[config.mk]
export PLATFORM = sky130hd
export DESIGN_NAME = cpu_step_ctrl
export DESIGN_NICKNAME = d
export VERILOG_FILES = /design/src/rtl/cpu_pkg.sv /design/src/rtl/stall_watchdog.sv /design/src/rtl/cpu_step_ctrl.sv
export SDC_FILE = /design/constraint.sdc
export NUM_CORES = 1
export LEC_CHECK = 0
export CORE_UTILIZATION = 49
export DETAILED_ROUTE_END_ITERATION = 8
export PLACE_DENSITY_LB_ADDON = 0.15
export RECOVER_POWER = 50
export SYNTH_ARGS = -nofsm -noshare
export SYNTH_HDL_FRONTEND = slang
export SYNTH_SLANG_ARGS = --single-unit
[constraint.sdc]
create_clock -name clk -period 2.6 [get_ports clk]
set_clock_uncertainty 0.2 [all_clocks]
set_input_delay 0.26 -clock clk [delete_from_list [all_inputs] [get_ports clk]]
set_output_delay 0.26 -clock clk [all_outputs]
set_load 0.02 [all_outputs]
[src/rtl/cpu_pkg.sv]
// Shared definitions for the single-issue core's sequencing logic.
//   state_t   : sequencer states, also exported on cpu_step_ctrl.state_o
//   pc_sel_t  : next-PC source select driven to the PC mux
//   CS_*      : bit positions inside the decoder's 13-bit control word
//   pc_sel_decode : chooses the next-PC source from the decoded control
package cpu_pkg;

    typedef enum logic [2:0] {
        S_IF  = 3'd0,
        S_ID  = 3'd1,
        S_EX  = 3'd2,
        S_MEM = 3'd3,
        S_WB  = 3'd4,
        S_ERR = 3'd7
    } state_t;

    typedef enum logic [1:0] {
        PCSEL_SEQ  = 2'd0,   // PC + 4
        PCSEL_BR   = 2'd1,   // PC + imm (taken branch, JAL)
        PCSEL_JALR = 2'd2    // rs1 + imm
    } pc_sel_t;

    localparam int CS_W      = 13;
    localparam int CS_RFWE   = 5;
    localparam int CS_STORE  = 7;
    localparam int CS_BRANCH = 9;
    localparam int CS_LOAD   = 10;
    localparam int CS_JAL    = 11;

    // JAL outranks JALR, which outranks a conditional branch.
    function automatic pc_sel_t pc_sel_decode(input logic [CS_W-1:0] cs,
                                              input logic            jalr,
                                              input logic            taken);
        pc_sel_t sel;
        sel = PCSEL_SEQ;
        if (cs[CS_JAL])
            sel = PCSEL_BR;
        else if (jalr)
            sel = PCSEL_JALR;
        else if (cs[CS_BRANCH] && taken)
            sel = PCSEL_BR;
        return sel;
    endfunction

endpackage

[src/rtl/stall_watchdog.sv]
// Counts consecutive wait cycles and flags the one that reaches TIMEOUT.
//   clk, rst_n : clock, asynchronous active-low reset
//   en         : the sequencer is waiting on a memory or the multiplier
//   clr        : the sequencer is not waiting (leaving or passing through)
//   timeout    : high on the TIMEOUT-th consecutive wait cycle
module stall_watchdog #(
    parameter int TIMEOUT = 1024
) (
    input  logic clk,
    input  logic rst_n,
    input  logic en,
    input  logic clr,
    output logic timeout
);

    // Counter holds the number of wait cycles already completed, so it only
    // needs to reach TIMEOUT-1.
    localparam int CW = (TIMEOUT > 2) ? $clog2(TIMEOUT) : 1;

    logic [CW-1:0] count;

    assign timeout = en && (count == CW'(TIMEOUT - 1));

    // NOTE: sequential state uses non-blocking assignments so every flop
    // samples the pre-edge values regardless of process ordering.
    always_ff @(posedge clk or negedge rst_n) begin
        if (!rst_n)
            count <= '0;
        else if (clr)
            count <= '0;
        else if (en && !timeout)
            count <= count + CW'(1);
    end

endmodule

[src/rtl/cpu_step_ctrl.sv]
// Multi-cycle sequencer for the single-issue RISC-V core.
//   clk, rst_n        : clock, asynchronous active-low reset
//   ctrl_signal[12:0] : decoder control word (see CS_* in cpu_pkg)
//   is_jalr, is_mul   : decoded instruction class flags
//   branch_taken      : ALU compare result, sampled when leaving S_EX
//   mem_stall_I/_D    : instruction / data memory busy
//   mul_ready         : multiplier result valid pulse
//   mem_cen_I/_D, mem_wen_D, ir_we, mul_valid, rf_we, pc_we : strobes
//   pc_sel            : next-PC source, latched when leaving S_EX
//   retired           : completed-instruction count (wraps)
//   err               : sticky watchdog error
//   state_o           : current state for debug
module cpu_step_ctrl
    import cpu_pkg::*;
#(
    parameter int TIMEOUT = 1024,
    parameter int CNT_W   = 32
) (
    input  logic             clk,
    input  logic             rst_n,
    input  logic [CS_W-1:0]  ctrl_signal,
    input  logic             is_jalr,
    input  logic             is_mul,
    input  logic             branch_taken,
    input  logic             mem_stall_I,
    input  logic             mem_stall_D,
    input  logic             mul_ready,
    output logic             mem_cen_I,
    output logic             mem_cen_D,
    output logic             mem_wen_D,
    output logic             ir_we,
    output logic             mul_valid,
    output logic             rf_we,
    output logic             pc_we,
    output logic [1:0]       pc_sel,
    output logic [CNT_W-1:0] retired,
    output logic             err,
    output logic [2:0]       state_o
);

    state_t  state, state_nxt;
    pc_sel_t pc_sel_q;
    logic    waiting;
    logic    timeout;
    logic    is_mem_op;

    // ALU op and the other decoder bits are consumed elsewhere in the core.
    logic unused_cs;
    assign unused_cs = &{1'b0, ctrl_signal};

    assign is_mem_op = ctrl_signal[CS_LOAD] || ctrl_signal[CS_STORE];
    assign state_o   = state;
    assign pc_sel    = pc_sel_q;

    // The fetch request is registered, so the IR is loaded on the cycle the
    // outstanding request completes. mem_cen_I is only ever high in S_IF and
    // is cleared by reset and in S_ERR, so ir_we inherits those guarantees.
    assign ir_we = mem_cen_I && !mem_stall_I;

    // Kept apart from the next-state logic: the watchdog's timeout depends
    // on this, and next-state depends on timeout.
    always_comb begin
        waiting = 1'b0;
        unique case (state)
            S_IF:    waiting = !(mem_cen_I && !mem_stall_I);
            S_EX:    waiting = is_mul && !mul_ready;
            S_MEM:   waiting = mem_stall_D;
            default: waiting = 1'b0;
        endcase
    end

    stall_watchdog #(
        .TIMEOUT (TIMEOUT)
    ) u_watchdog (
        .clk     (clk),
        .rst_n   (rst_n),
        .en      (waiting),
        .clr     (!waiting),
        .timeout (timeout)
    );

    // NOTE: next_state defaults to the current state before the case so no
    // path leaves it unassigned and no latch is inferred.
    always_comb begin
        state_nxt = state;
        unique case (state)
            S_IF: begin
                if (!waiting)
                    state_nxt = S_ID;
                else if (timeout)
                    state_nxt = S_ERR;
            end
            S_ID: state_nxt = S_EX;
            S_EX: begin
                if (!waiting)
                    state_nxt = is_mem_op ? S_MEM : S_WB;
                else if (timeout)
                    state_nxt = S_ERR;
            end
            S_MEM: begin
                if (!waiting)
                    state_nxt = S_WB;
                else if (timeout)
                    state_nxt = S_ERR;
            end
            S_WB:    state_nxt = S_IF;
            S_ERR:   state_nxt = S_ERR;
            default: state_nxt = S_IF;
        endcase
    end

    always_ff @(posedge clk or negedge rst_n) begin
        if (!rst_n)
            state <= S_IF;
        else
            state <= state_nxt;
    end

    // Strobes are registered from the next state, so each one is high for
    // exactly the cycles spent in its state and is clean at reset.
    always_ff @(posedge clk or negedge rst_n) begin
        if (!rst_n) begin
            mem_cen_I <= 1'b0;
            mem_cen_D <= 1'b0;
            mem_wen_D <= 1'b0;
            mul_valid <= 1'b0;
            rf_we     <= 1'b0;
            pc_we     <= 1'b0;
            err       <= 1'b0;
        end else begin
            mem_cen_I <= (state_nxt == S_IF);
            mem_cen_D <= (state_nxt == S_MEM);
            mem_wen_D <= (state_nxt == S_MEM) && ctrl_signal[CS_STORE];
            // Only on the entry cycle of S_EX.
            mul_valid <= (state_nxt == S_EX) && (state != S_EX) && is_mul;
            rf_we     <= (state_nxt == S_WB) && ctrl_signal[CS_RFWE]
                         && !ctrl_signal[CS_STORE];
            pc_we     <= (state_nxt == S_WB);
            err       <= err || (state_nxt == S_ERR);
        end
    end

    always_ff @(posedge clk or negedge rst_n) begin
        if (!rst_n) begin
            pc_sel_q <= PCSEL_SEQ;
            retired  <= '0;
        end else begin
            if (state == S_EX && (state_nxt == S_MEM || state_nxt == S_WB))
                pc_sel_q <= pc_sel_decode(ctrl_signal, is_jalr, branch_taken);
            if (state == S_WB)
                retired <= retired + CNT_W'(1);
        end
    end

endmodule

==> run summary, run 1 <==
yosys + openroad results -> status=complete, no violations, CP startpoint=state_o[0], LEAKAGE=1.531 nW, multi-input gates=181, Compound Share, Synth=6.599%, reg-to-reg slack, setup=0.39 ns, Antenna Nets Post-Route=0, simple share=26.58%, crit-path cells=and4bb_2 > a211oi_2 > mux2_2 > o21a_1 > nor4b_2, WHS Path Cells=1, Post-synth seq share=50.19%, R2R depth=5, clk slew on worst S/H paths=0.10 ns, CTS buffer count=5, Async SR Flop Fraction=100.0%, area fraction in mux cells=1.673%, area post-placement=0.003332 mm², Max VDD drop=247.0 µV, fin crit period=2.213 ns, Worst Setup End Kind=flip-flop, post-route cell area=0.003431 mm², clk sinks=54, count of tool warnings=34, Worst Hold End=retired[31], Placer Congestion=0.8565, dominant logic cell type in the layout=dfrtp_1, Final Cycle Share=85.13%, HP Class=reg2reg, Finished Layout Cells=380, Clock buf/inv share=2.881%, Mapped Area=0.002693 mm², Cell Pwr Density=405.2 mW/mm², worst-margin pin slew=1.299 ns, Startpoint Class=flip-flop, Adder Area Share=0.9294%, clk latency late pin=0.31 ns, layout clock buffer count=6, Routed met2 length=2.382 mm, fp_density=51.73%, non-clk buf share=17.58%, placed insts=371, Pwr Total=0.001390 W, setup TNS=0 ns
==> run 1: power by group <==
group / leakage (nW) / switching [W] / internal, W
logic: 0.749 / 0.0000248 / 0.0000216
registers: 0.734 / 0 / 0.000839
clock network: 0.0478 / 0.000285 / 0.000220
==> run 1: worst reg2reg max path: cells and delay by family (launching register included) <==
kind,cells,cell delay (ns)
compound gates,2,0.45
flops,1,0.60
mux,1,0.37
simple gates,2,0.50
==> run 1: registers in the layout, summed over array words and instances, names as in the netlist <==
register	count
mem_cen_I	1
err	1
retired	32
pc_we	1
mul_valid	1
mem_cen_D	1
state_o	3
mem_wen_D	1
u_watchdog.count	10
rf_we	1
pc_sel	2
==> run_1/layer_met1.png <==
Supply wires on this layer in grey.
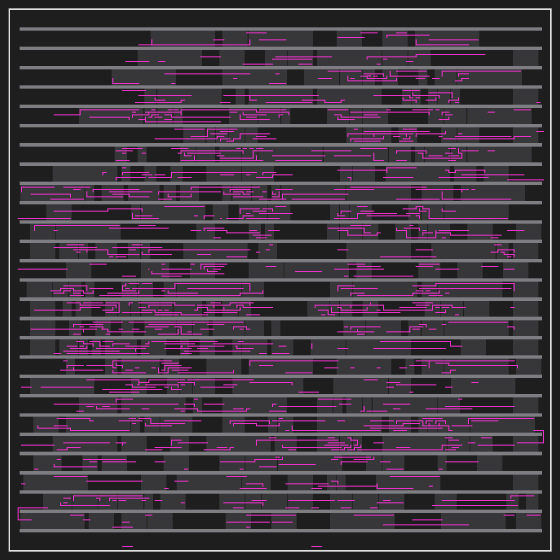
longest straight run	19.8 µm
share of all routed wire	48%
main direction	horizontal
nets with wire on the layer	285
vias: 2033
GRT met1 Usage: 26.88%
Post-Route WL: 5.099 mm

==> run_1/io_fan.png <==
The bar under the picture is 20 µm long.
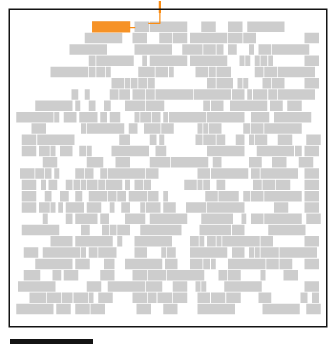
colour	port	direction	end cells	wire
orange	`pc_we`	output	1	7.00 µm
I/O Pins: 66
Port-buffer cells: 57

==> run_1/flops_by_reg.png <==
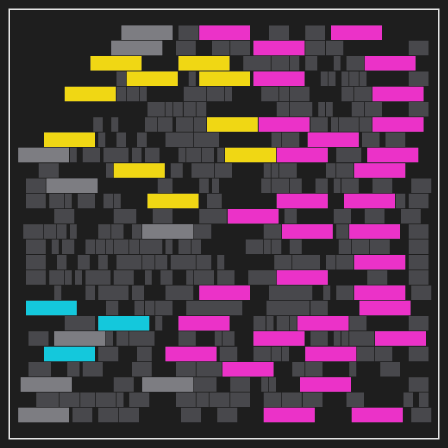
colour	netlist name	sequential cells
yellow	`u_watchdog.count`	10
cyan	`state_o`	3
magenta	`retired`	32
not coloured	9

==> run_1/layer_met2.png <==
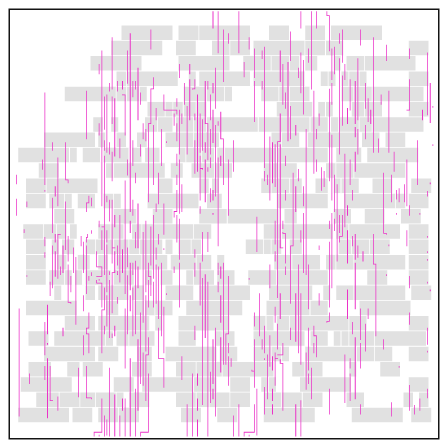

==> run 2, diff against run 1 <==
--- a/config.mk
+++ b/config.mk
@@ -5,7 +5,8 @@
 export SDC_FILE = /design/constraint.sdc
 export NUM_CORES = 1
 export LEC_CHECK = 0
-export CORE_UTILIZATION = 49
+export ABC_AREA = 1
+export CORE_UTILIZATION = 50
 export DETAILED_ROUTE_END_ITERATION = 8
 export PLACE_DENSITY_LB_ADDON = 0.15
 export RECOVER_POWER = 50
==> run_2/layer_met2.png <==
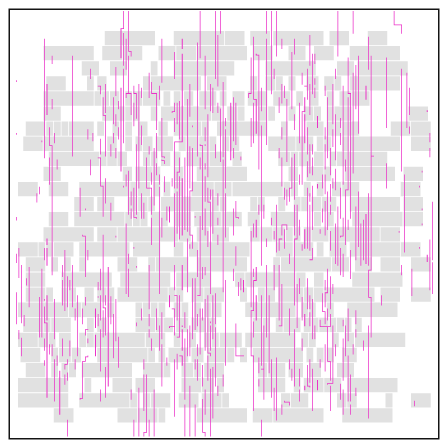
longest straight run	38.6 µm
nets with wire on the layer	348
wire length on this layer	2750 µm
main direction	vertical
share of all routed wire	46%

==> run_2/flops_by_reg.png <==
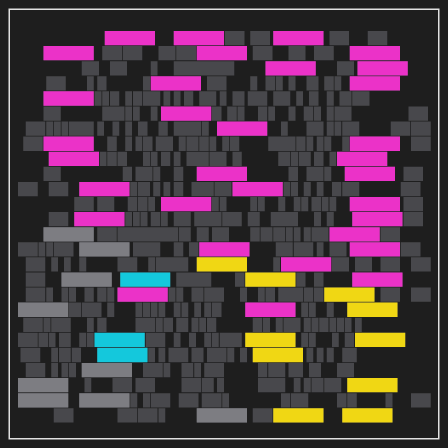
colour	netlist name	sequential cells
cyan	`state_o`	3
magenta	`retired`	32
yellow	`u_watchdog.count`	10
not coloured	9

==> run summary, run 2 <==
yosys + openroad results -> fin crit period=2.298 ns (was 2.213 ns), vias=2342 (was 2033), CP startpoint=state_o[1] (was state_o[0]), clk sinks=54 (unchanged), Pwr Total=0.002730 W (was 0.001390 W), Placer Congestion=0.8727 (was 0.8565), status=complete, no violations (unchanged), CTS buffer count=5 (unchanged), reg-to-reg slack, setup=0.30 ns (was 0.39 ns), Final Cycle Share=88.39% (was 85.13%), R2R depth=8 (was 5), placed insts=458 (was 371), Routed met2 length=2.750 mm (was 2.382 mm), GRT met1 Usage=29.72% (was 26.88%), crit-path cells=inv_1 > nand3_4 > nor2_1 > nand3_1 > or2_1 > nor2_1 > nand4_1 > xnor2_1 (was and4bb_2 > a211oi_2 > mux2_2 > o21a_1 > nor4b_2), count of tool warnings=34 (unchanged), Port-buffer cells=57 (unchanged), setup TNS=0 ns (unchanged), largest register by flop count=retired (unchanged), Post-Route WL=5.929 mm (was 5.099 mm), Adder Area Share=0.8861% (was 0.9294%), dominant logic cell type in the layout=nand2_1 (was dfrtp_1), simple share=30.00% (was 26.58%), Max VDD drop=581.1 µV (was 247.0 µV)
==> run_2/io_fan.png <==
The bar under the picture is 20 µm long.
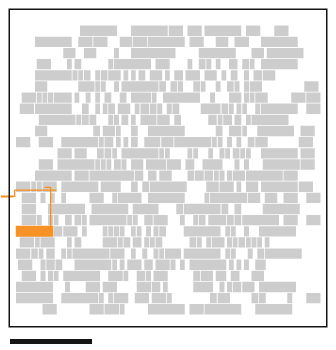
colour	port	direction	end cells	wire
orange	`pc_we`	output	1	25.1 µm

-- run 2: cell types whose count changed after synthesis, moves of 10 or more --
cell     delta
inv_1      +38
nand2_1    +47
nor3_1     +10
xnor2_1    -15
xor2_1     +12
-- run 2: layout make-up --
cell class	count	share of cell area, %
Multi-Input combinational cell	224	34.87
Inverter	51	5.292
Clock inverter	2	1.660
Tap cell	70	2.421
Clock buffer	6	2.283
Timing Repair Buffer	60	16.12
Sequential cell	54	37.36
-- run 2: report_power, final --
part / total [W] / switching [W] / internal, W
clock: 0.000688 / 0.000278 / 0.000411
sequential: 0.00105 / 0.000106 / 0.000949
combinational: 0.000987 / 0.000626 / 0.000361
==> run_2/congestion.png <==
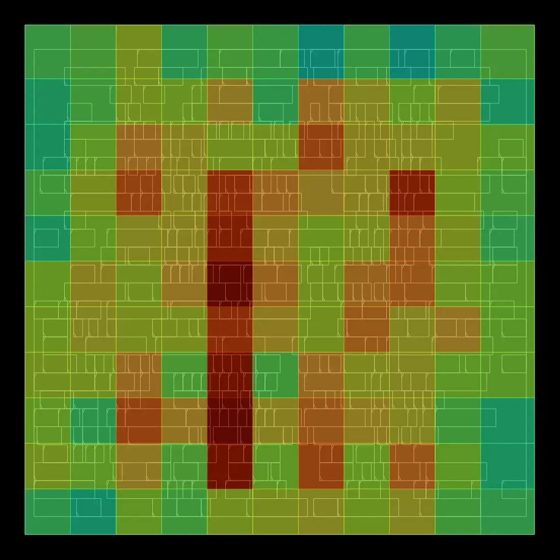

==> run 3, diff against run 2 <==
--- a/config.mk
+++ b/config.mk
@@ -6,6 +6,7 @@
 export NUM_CORES = 1
 export LEC_CHECK = 0
 export ABC_AREA = 1
+export CORE_MARGIN = 1.5
 export CORE_UTILIZATION = 50
 export DETAILED_ROUTE_END_ITERATION = 8
 export PLACE_DENSITY_LB_ADDON = 0.15
==> run_3/congestion.png <==
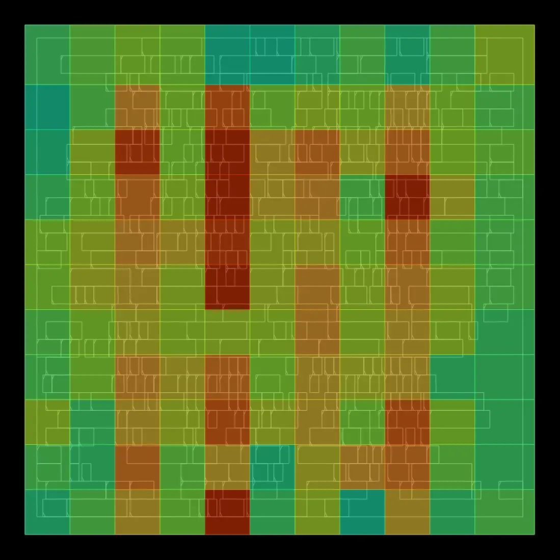
GRT met1 Usage: 27.62%
Wirelength per Cell: 11.93 µm
gr busiest metal: met2
gr usage total: 20.37%
fin util: 65.48%

==> run_3/layer_met1.png <==
Supply wires on this layer in grey.
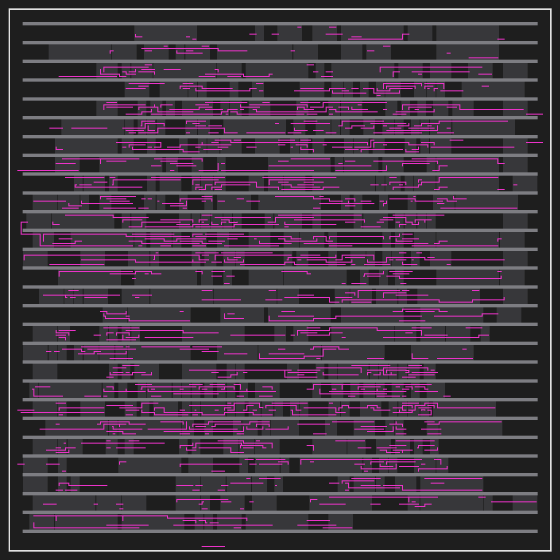
nets with wire on the layer	363
longest straight run	25.3 µm
wire length on this layer	2770 µm
main direction	horizontal
vias: 2290
Post-Route WL: 5.594 mm

==> run_3/io_fan.png <==
The bar under the picture is 20 µm long.
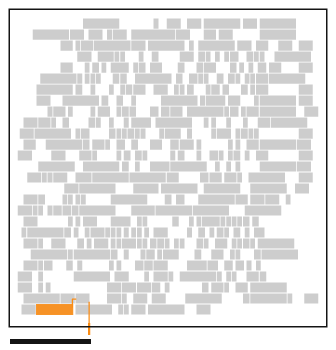
colour	port	direction	end cells	wire
orange	`pc_we`	output	1	8.60 µm

==> run summary, run 3 <==
yosys + openroad results -> largest register by flop count=retired (unchanged), worst path bufs/invs=1 (unchanged), fin crit period=2.262 ns (was 2.298 ns), WHS Path Cells=2 (was 3), HP Class=reg2reg (was in2reg), R2R depth=8 (unchanged), Adder Area Share=0.8861% (unchanged), Final Cycle Share=86.99% (was 88.39%), I/O Pins=66 (unchanged), Antenna Nets Post-Route=0 (unchanged), Startpoint Class=flip-flop (unchanged), clock network power=0.000554 W (was 0.000688 W), Mapped Area=0.002824 mm² (unchanged), Int Power=0.001605 W (was 0.001720 W), Post-synth seq share=47.85% (unchanged), Synth top area share=47.85% (unchanged), clk sinks=54 (unchanged), Gate Count Post-Synth=329 (unchanged), fp_density=51.60% (was 53.58%), Peak Freq=442.1 MHz (was 435.1 MHz), clk slew on worst S/H paths=0.09 ns (was 0.10 ns), LEAKAGE=1.665 nW (was 1.685 nW), status=complete, no violations (unchanged), area fraction in mux cells=0% (unchanged), NetSw=0.0009984 W (was 0.001010 W), Gate power share=38.0% (was 36.2%), Port-buffer cells=57 (unchanged), Placer Congestion=0.8704 (was 0.8727), setup TNS=0 ns (unchanged), simple share=30.00% (unchanged), CTS buffer count=5 (unchanged), register share of total power=40.7% (was 38.6%), clk latency late pin=0.31 ns (about the same), Worst Hold End=err (was rf_we), CP startpoint=state_o[1] (unchanged), Finished Layout Cells=469 (was 467), Worst Setup End Kind=flip-flop (unchanged), fraction of layout cells with a size suffix above 1=8.312% (was 8.564%), count of tool warnings=34 (unchanged), Sw Ratio=38.36% (was 36.98%), top power group=sequential cells (unchanged), Main area contributors=dfrtp_1 (48%), nand2_1 (8.8%), xor2_1 (7.4%) (unchanged), placed insts=460 (was 458), max reg flops=32 (unchanged), Async SR Flop Fraction=100.0% (unchanged), Max VDD drop=607.5 µV (was 581.1 µV), Cell Pwr Density=726.4 mW/mm² (was 754.6 mW/mm²), comb pwr=0.000990 W (was 0.000987 W), dominant logic cell type in the layout=nand2_1 (unchanged), Pwr Total=0.002603 W (was 0.002730 W)
==> run 3: cell type report <==
type,instances,area (µm²),share of cell area [%]
clock buffers,7,76.32,2.130
clock inverters,1,30.03,0.8380
inverters,51,191.4,5.342
multi-input cells,224,1261,35.20
flip-flops and latches,54,1351,37.71
well taps,72,90.09,2.514
repair buffers,60,583.1,16.27
==> run 3: routing by layer <==
layer | wire length [µm] | vias up | GRT usage (%)
met1 | 2772 | 1043 | 27.62
li1 | - | 1196 | -
met4 | 74 | 0 | 6.607
met2 | 2515 | 44 | 32.17
met3 | 231 | 7 | 5.000
met5 | 0 | - | 0
==> run 3: stage by stage <==
stage / utilization, % / area (µm²)
CTS: 65.98 / 3611
global placement: 63.85 / 3495
floorplan: - / 2824
finish: 65.48 / 3583
global route: 65.48 / 3583
detailed placement: 63.85 / 3495
No activity file was given, so power comes from the tool's default toggle rates.
